`config.mk`:
```
export PLATFORM = sky130hd
export DESIGN_NAME = multicycle_control_unit
export DESIGN_NICKNAME = d
export VERILOG_FILES = /design/src/rtl/multicycle_control_unit.sv
export SDC_FILE = /design/constraint.sdc
export NUM_CORES = 1
export LEC_CHECK = 0
export CAP_MARGIN = 30
export CORE_MARGIN = 2
export CORE_UTILIZATION = 44
export CTS_CLUSTER_DIAMETER = 40
export CTS_CLUSTER_SIZE = 24
export DETAILED_ROUTE_END_ITERATION = 8
export PLACE_DENSITY = 0.82
export SLEW_MARGIN = 10
export SYNTH_ARGS = -nofsm -noshare
export SYNTH_HDL_FRONTEND = slang
export SYNTH_SLANG_ARGS = --single-unit
```
`constraint.sdc`:
```
create_clock -name clk -period 2.7 [get_ports clk]
set_input_delay 0.675 -clock clk [delete_from_list [all_inputs] [get_ports clk]]
set_output_delay 0.675 -clock clk [all_outputs]
set_load 0.02 [all_outputs]
```
`src/rtl/multicycle_control_unit.sv`:
```
// Multi-cycle MIPS control unit.
// Sequences each instruction through 3-5 states, stalling the memory states
// on MemReady. IRWrite/PCWrite in FETCH and IllegalOp in DECODE are Mealy
// strobes; everything else is decoded from the current state.
//
// state  | code | meaning
// FETCH  |  0   | read instruction at PC, PC+4 on ready
// DECODE |  1   | register read, branch target into ALUOut
// MEMADR |  2   | compute load/store address
// MEMRD  |  3   | load data read, wait for ready
// MEMWB  |  4   | write MDR to rt
// MEMWR  |  5   | store write, wait for ready
// EXEC   |  6   | R-type ALU operation
// RWB    |  7   | write ALUOut to rd
// BEQ    |  8   | branch if equal
// BNE    |  9   | branch if not equal
// IEXEC  | 10   | immediate ALU operation
// IWB    | 11   | write ALUOut to rt
// JUMP   | 12   | load jump target into PC
module multicycle_control_unit #(
    parameter int OP_WIDTH      = 6,
    parameter int ALUOP_WIDTH   = 3,
    parameter bit ENABLE_IEXT   = 1'b1,
    parameter bit MEM_HANDSHAKE = 1'b1
) (
    input  logic                   clk,
    input  logic                   rst,
    input  logic [OP_WIDTH-1:0]    OpCode,
    input  logic                   MemReady,
    output logic                   PCWrite,
    output logic                   PCWriteCond,
    output logic                   PCWriteCondNot,
    output logic                   IorD,
    output logic                   MemRead,
    output logic                   MemWrite,
    output logic                   IRWrite,
    output logic                   MemtoReg,
    output logic                   RegDst,
    output logic                   RegWrite,
    output logic                   ALUSrcA,
    output logic [1:0]             ALUSrcB,
    output logic [1:0]             PCSrc,
    output logic [ALUOP_WIDTH-1:0] ALUOp,
    output logic [3:0]             State,
    output logic                   IllegalOp
);

    typedef enum logic [3:0] {
        FETCH  = 4'd0,  DECODE = 4'd1,  MEMADR = 4'd2,  MEMRD = 4'd3,
        MEMWB  = 4'd4,  MEMWR  = 4'd5,  EXEC   = 4'd6,  RWB   = 4'd7,
        BEQ    = 4'd8,  BNE    = 4'd9,  IEXEC  = 4'd10, IWB   = 4'd11,
        JUMP   = 4'd12
    } state_t;

    localparam logic [OP_WIDTH-1:0] OP_RTYPE = 6'b000000;
    localparam logic [OP_WIDTH-1:0] OP_J     = 6'b000010;
    localparam logic [OP_WIDTH-1:0] OP_BEQ   = 6'b000100;
    localparam logic [OP_WIDTH-1:0] OP_BNE   = 6'b000101;
    localparam logic [OP_WIDTH-1:0] OP_ADDI  = 6'b001000;
    localparam logic [OP_WIDTH-1:0] OP_SLTI  = 6'b001010;
    localparam logic [OP_WIDTH-1:0] OP_ANDI  = 6'b001100;
    localparam logic [OP_WIDTH-1:0] OP_ORI   = 6'b001101;
    localparam logic [OP_WIDTH-1:0] OP_LW    = 6'b100011;
    localparam logic [OP_WIDTH-1:0] OP_SW    = 6'b101011;

    localparam logic [ALUOP_WIDTH-1:0] ALU_ADD   = 3'b000;
    localparam logic [ALUOP_WIDTH-1:0] ALU_SUBEQ = 3'b001;
    localparam logic [ALUOP_WIDTH-1:0] ALU_FUNCT = 3'b010;
    localparam logic [ALUOP_WIDTH-1:0] ALU_AND   = 3'b011;
    localparam logic [ALUOP_WIDTH-1:0] ALU_SLT   = 3'b100;
    localparam logic [ALUOP_WIDTH-1:0] ALU_OR    = 3'b101;
    localparam logic [ALUOP_WIDTH-1:0] ALU_SUBNE = 3'b110;

    state_t                   state;
    logic [ALUOP_WIDTH-1:0]   immAluOp;
    state_t                   decodeNext;
    logic [ALUOP_WIDTH-1:0]   decodeImmOp;
    logic                     decodeIllegal;
    logic                     memOk;

    // Without the handshake every memory access completes in one cycle.
    assign memOk = MEM_HANDSHAKE ? MemReady : 1'b1;
    assign State = state;

    // Opcode dispatch out of DECODE; the immediate ALU op is latched so that
    // IEXEC and IWB do not depend on OpCode after DECODE.
    always_comb begin
        decodeNext    = FETCH;
        decodeImmOp   = ALU_ADD;
        decodeIllegal = 1'b0;
        case (OpCode)
            OP_LW, OP_SW: decodeNext = MEMADR;
            OP_RTYPE:     decodeNext = EXEC;
            OP_BEQ:       decodeNext = BEQ;
            OP_J:         decodeNext = JUMP;
            OP_ADDI:      decodeNext = IEXEC;
            OP_BNE: begin
                if (ENABLE_IEXT) decodeNext = BNE;
                else             decodeIllegal = 1'b1;
            end
            OP_ANDI: begin
                decodeImmOp = ALU_AND;
                if (ENABLE_IEXT) decodeNext = IEXEC;
                else             decodeIllegal = 1'b1;
            end
            OP_SLTI: begin
                decodeImmOp = ALU_SLT;
                if (ENABLE_IEXT) decodeNext = IEXEC;
                else             decodeIllegal = 1'b1;
            end
            OP_ORI: begin
                decodeImmOp = ALU_OR;
                if (ENABLE_IEXT) decodeNext = IEXEC;
                else             decodeIllegal = 1'b1;
            end
            default:      decodeIllegal = 1'b1;
        endcase
    end

    // State sequencing; unreachable codes fall back to FETCH.
    always_ff @(posedge clk or posedge rst) begin
        if (rst) begin
            state    <= FETCH;
            immAluOp <= ALU_ADD;
        end else begin
            case (state)
                FETCH:   if (memOk) state <= DECODE;
                DECODE: begin
                    state    <= decodeNext;
                    immAluOp <= decodeImmOp;
                end
                MEMADR:  state <= (OpCode == OP_SW) ? MEMWR : MEMRD;
                MEMRD:   if (memOk) state <= MEMWB;
                MEMWR:   if (memOk) state <= FETCH;
                EXEC:    state <= RWB;
                IEXEC:   state <= IWB;
                default: state <= FETCH;
            endcase
        end
    end

    // Control outputs; forced low during reset so nothing fires after rst rises.
    always_comb begin
        PCWrite        = 1'b0;
        PCWriteCond    = 1'b0;
        PCWriteCondNot = 1'b0;
        IorD           = 1'b0;
        MemRead        = 1'b0;
        MemWrite       = 1'b0;
        IRWrite        = 1'b0;
        MemtoReg       = 1'b0;
        RegDst         = 1'b0;
        RegWrite       = 1'b0;
        ALUSrcA        = 1'b0;
        ALUSrcB        = 2'b00;
        PCSrc          = 2'b00;
        ALUOp          = ALU_ADD;
        IllegalOp      = 1'b0;
        if (!rst) begin
            case (state)
                FETCH: begin
                    MemRead = 1'b1;
                    ALUSrcB = 2'b01;
                    IRWrite = memOk;
                    PCWrite = memOk;
                end
                DECODE: begin
                    ALUSrcB   = 2'b11;
                    IllegalOp = decodeIllegal;
                end
                MEMADR: begin
                    ALUSrcA = 1'b1;
                    ALUSrcB = 2'b10;
                end
                MEMRD: begin
                    MemRead = 1'b1;
                    IorD    = 1'b1;
                end
                MEMWB: begin
                    RegWrite = 1'b1;
                    MemtoReg = 1'b1;
                end
                MEMWR: begin
                    MemWrite = 1'b1;
                    IorD     = 1'b1;
                end
                EXEC: begin
                    ALUSrcA = 1'b1;
                    ALUOp   = ALU_FUNCT;
                end
                RWB: begin
                    RegWrite = 1'b1;
                    RegDst   = 1'b1;
                end
                BEQ: begin
                    ALUSrcA     = 1'b1;
                    ALUOp       = ALU_SUBEQ;
                    PCWriteCond = 1'b1;
                    PCSrc       = 2'b01;
                end
                BNE: begin
                    ALUSrcA        = 1'b1;
                    ALUOp          = ALU_SUBNE;
                    PCWriteCondNot = 1'b1;
                    PCSrc          = 2'b01;
                end
                IEXEC: begin
                    ALUSrcA = 1'b1;
                    ALUSrcB = 2'b10;
                    ALUOp   = immAluOp;
                end
                IWB: begin
                    RegWrite = 1'b1;
                    ALUOp    = immAluOp;
                end
                JUMP: begin
                    PCWrite = 1'b1;
                    PCSrc   = 2'b10;
                end
                default: ;
            endcase
        end
    end

endmodule

```
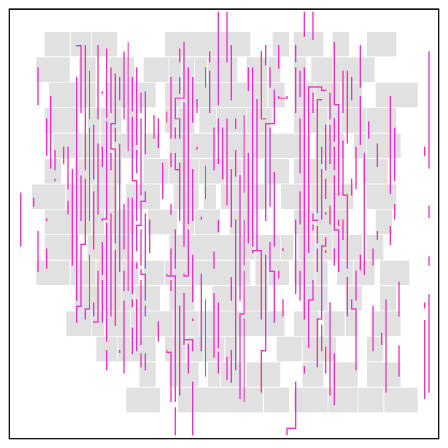
(signal wires on met2)
longest straight run: 26.9 um
wire length on this layer: 1,240 um
WL final: 2380 um
via count: 1,045
M2 GR Usage: 0.459

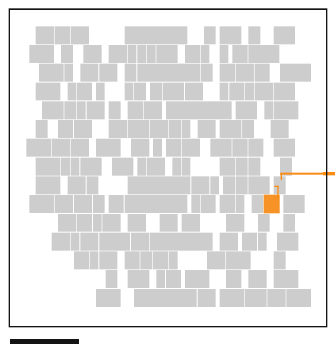
(wires at chosen ports, followed through buffers)
Scale bar: 10 um.
| port | color | direction | end cells | buffers | wire |
|---|---|---|---|---|---|
| `PCWrite` | orange | output | 1 | 1 | 9.20 um |
# IOs: 32
IO Port Bufs: 31

==> reports/qor.txt <==
CP startpoint kind -> input pin
worst setup slack after layout -> 0.0659 ns
RSZ-0062 raised after global routing -> false
initial antenna violation count -> 0
largest net degree at the start of global routing -> 15
relative slew slack -> 0.706
Post-Synthesis Cell Area -> 769 sq um
CTS Buf Count -> 3
Mapped Cells -> 110
TritonCTS Sinks -> 7
Net count, final -> 172
most instantiated cells after synthesis -> nor2_1 (17), nand2_1 (11), nor3_1 (8)
Design Area, Final -> 1230 sq um
Area growth, synth to finish -> 60.2%
DRT iter0 DRCs -> 21
Final Hold Fails -> 0
Slew Viols, Final -> 0
Final min period -> 2.63 ns
Die ar. -> 2100 sq um
setup repair bufs after CTS -> 0
Critical Path Sink Type -> primary output
number of enable flip-flop cells -> 0
CTS tree -> yes
drt first pass iters -> 5
count leader, synth -> nor2_1
Max H-tree Level -> 1
Post-synth area hogs -> dfrtp_1 (23%), nor2_1 (8.3%), nor2b_1 (5.7%)
CP Max Fanout -> 3
placed cell area -> 1240 sq um
non-filler cells, final -> 179
status -> finished, final reports clean
tally of OpenROAD warnings -> 26
DRT antenna net count -> 0
hpwl dp -> 1940 um
setup TNS -> 0 ns
CTS Hold Bufs -> 0
crit path kind -> in -> out
final worst-path cycle share -> 0.976
Floorplan Nets -> 119
GRT overflow -> 0
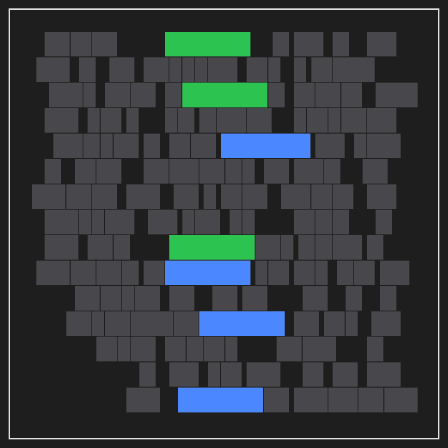
(sequential cells grouped by signal name)
Other cells in gray.
| name in the netlist | color | flops |
|---|---|---|
| `immAluOp` | green | 3 |
| `State` | blue | 4 |
Reg area: 176 sq um
flop share of the area: 0.143
Power Sequential: 188 uW

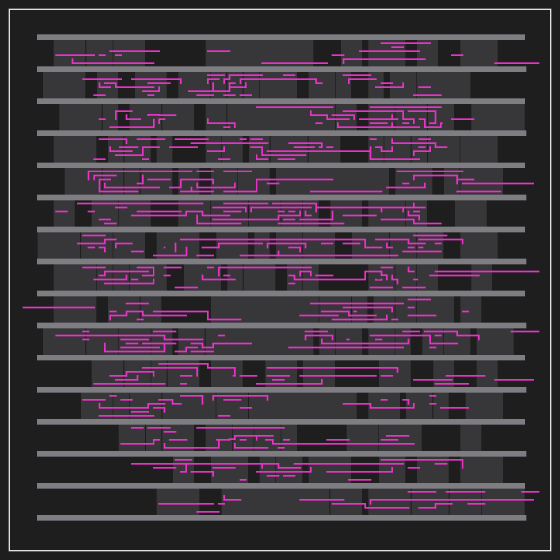
(the metal 1 layer)
Supply wires on this layer in gray.
main direction: horizontal
nets with wire on the layer: 146
met1 Use GR: 0.295

-- cell usage in the layout (no fill, tap or decap), types with 3 or more instances in the layout --
cell type         n
a211oi_1          3
a21oi_1           3
a22oi_1           3
buf_4            25
clkbuf_2          5
clkbuf_4          3
clkdlybuf4s50_1  12
dfrtp_1           6
dlygate4sd2_1     9
nand2_1          11
nand2b_1          5
nand3_1           3
nor2_1           16
nor2b_1           7
nor3_1            8
o21ai_1           3
or2_1             3
-- flip-flops by register name, summed over array words and instances, names as in the netlist --
name / cells
State: 4
immAluOp: 3
-- worst max-delay path, stage by stage --
cell and delay [ns]:
clkdlybuf4s50_1 0.43, or2_1 0.26, buf_4 0.15, a21oi_1 0.10, dlygate4sd2_1 0.34
-- power by group --
part	total [uW]	switching [uW]	internal, uW	leakage, uW
clock	92.1	35.8	56.2	0.0000150
combinational	610	321	289	0.000497
sequential	188	59.8	129	0.0000932
total	891	417	474	0.000605
-- through the flow --
stage / util / hold slack (ns)
detailed placement: 0.736 / 0.480
global route: 0.730 / 0.511
global placement: 0.736 / 0.474
finish: 0.730 / 0.492
floorplan: - / 0.449
CTS: 0.739 / 0.491
-- kinds of logic (layout without fill, tap and decap cells) --
| logic type | after synthesis | in the layout | share of synthesized area |
|---|---|---|---|
| flops | 7 | 7 | 0.228 |
| compound gates | 25 | 25 | 0.223 |
| simple gates | 67 | 67 | 0.463 |
| xor+xnor | 2 | 2 | 0.0228 |
| buf+inv | 9 | 61 | 0.0634 |
-- layer usage --
layer,GRT usage,share of wire,vias up
li1,-,-,509
met4,0.120,0.023,0
met2,0.459,0.52,55
met1,0.295,0.40,472
met3,0.0278,0.058,9
met5,0,0,-
-- final cells by class --
| cell class | count | share of cell area |
|---|---|---|
| tap | 17 | 0.0173 |
| clock buffer | 4 | 0.0213 |
| inverter | 1 | 0.00305 |
| sequential | 7 | 0.143 |
| timing repair buffer | 56 | 0.371 |
| multi-input combinational | 94 | 0.445 |
-- worst paths after layout --
path	end	start	slack, ns	cells past startpoint
setup / recovery	ALUSrcB[1]	rst	0.07	5
hold / removal	immAluOp[1]	immAluOp[1]	0.49	2
setup reg to reg	State[1]	State[3]	1.00	5
hold reg to reg	immAluOp[1]	immAluOp[1]	0.49	2
max in group asynchronous	State[3]	rst	1.64	4
min in group asynchronous	immAluOp[0]	rst	0.93	4
-- what timing repair did --
item                                    CTS  global route
pin swaps                                 0             1
endpoints found under the hold margin     0             0
endpoints found under the setup margin   17             9
gates resized                            30            13
Power is estimated from default activity; no workload was simulated.
